Design keypad_emulator, sky130hd; sources not shown.
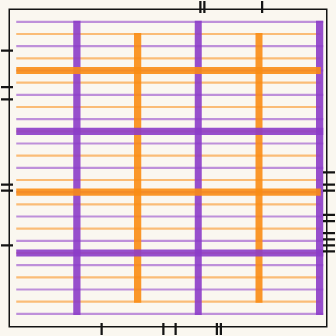
(images/pdn.png)
Pins as bars on the die edge.
| net | color |
|---|---|
| VDD | orange |
| VSS | purple |
signal pins: 23
met4 straps: 5
Core Footprint: 4440 um^2
largest voltage drop on the vdd net: 0.667 mV
DIE HEIGHT: 70.6 um
overall die width: 70.6 um

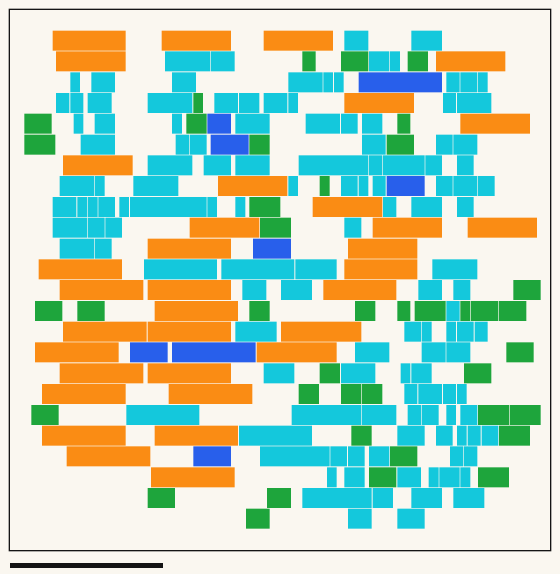
(images/cell_classes.png)
The bar under the picture is 20 um long.
| class | color | cells | share of their area |
|---|---|---|---|
| all other logic | cyan | 130 | 45% |
| clock drivers and dummy loads | blue | 8 | 5.3% |
| other buffers and delay cells | green | 40 | 14% |
| flops | orange | 34 | 36% |
Seq/total area: 35.6%
number of core rows: 24
share of the core filled with cells: 59.6%
Design Area, Final: 2650 um^2

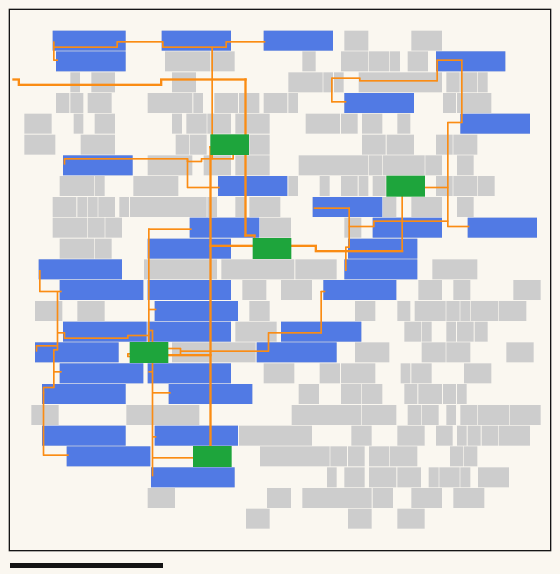
(images/clock_map.png)
The bar under the picture is 20 um long.
[clock wires] orange | length: 448 um
[flip-flops] blue | count: 34
[cells driving clock nets] green | count: 5
routed clock nets: 6
power drawn by the clock network: 0.724 mW
proportion of power drawn by the clock network: 21.4%
clock latency on the worst-skew pair: 0.29 ns

==> git commit body <==
Store results of the implementation flow

- Time the worst path needs with I/O delays and setup: between 2 and 2.5 ns
* DRC violation count after routing: 6
- Switching fraction of total power: roughly 39%
* Synth cell types: between 50 and 60
- Kind of end point of the critical path: output pin
* Cell type of the slowest stage on the worst timing path: sky130_fd_sc_hd__dfrtp_4
* CP Class: reg -> out
- Worst-margin pin slew: 0.693 ns
* Area of the synthesized netlist per yosys stat: between 2000 and 2500 um^2
- H-tree levels: 2
* Number of synthesized flops with an enable pin: 16
* Share of the synthesized area in the top cell type: 23.2%
- The layout report lists the clock-cell share of area as between 5 and 6%.
* Status: complete, but fails checks
- Per report_power, the Sequential row totals approximately 0.94 mW.
* Power, Total: roughly 3.4 mW
* Clock Sink Count: 34
* Final nets: roughly 240
* Post-detailed-route wirelength per cell: ~15 um
* Clock transition at the registers of the reported paths: 0.07 ns
* Gate family responsible for the most delay along the worst path: flip-flops
- Area grow syn2layout: 27.8%
- Internal power: 2.06 mW
- Antenna diode instance count: 0
- 1st-pass router iterations: 6
- Largest incremental delay on the critical path: around 0.54 ns
- The number of cells on the worst hold path is listed as 2.
- Combinational share of power: about 51%
- Across all setup checks in the final design, the least slack found is -0.346 ns.
- Data required time of the critical path: ~1.6 ns
- Vias in the first global route: around 1400
- The number of hold buffers added after CTS was 0.
- # setup viols final: 5
- For this block, the via count after detailed routing is roughly 1400.
* Most common cell in the netlist: sky130_fd_sc_hd__dfrtp_1
- The class occupying the most area after layout is reported as combinational gates.
* Layout buffer count excluding clock buffers: approximately 40
- The checks that failed: DRC, setup timing.
* Num sequential: 34
==> metal layers <==
layer | GRT usage (%) | vias to the layer above | routed length, um
li1 | - | 707 | -
met1 | 22.8 | 681 | 1850
met2 | 27.6 | 28 | 1920
met3 | 4.27 | 6 | 152
met4 | 8.22 | 0 | 60
met5 | 0 | - | 0
==> cells by family after synthesis <==
group                    synth area share (%)
AND/OR/NAND/NOR                          13.6
buffers and inverters                    4.34
adder cells (fa/ha/maj)                  9.66
multiplexers                             10.0
flip-flops                               44.9
XOR/XNOR                                 6.70
AND-OR/OR-AND                            10.8
==> repair_timing <==
item                       in CTS  in global routing
setup buffers                   6                  5
pin swaps                       5                  2
gates resized                  44                  8
setup endpoints to repair       8                  9
Power is estimated from default activity; no workload was simulated.
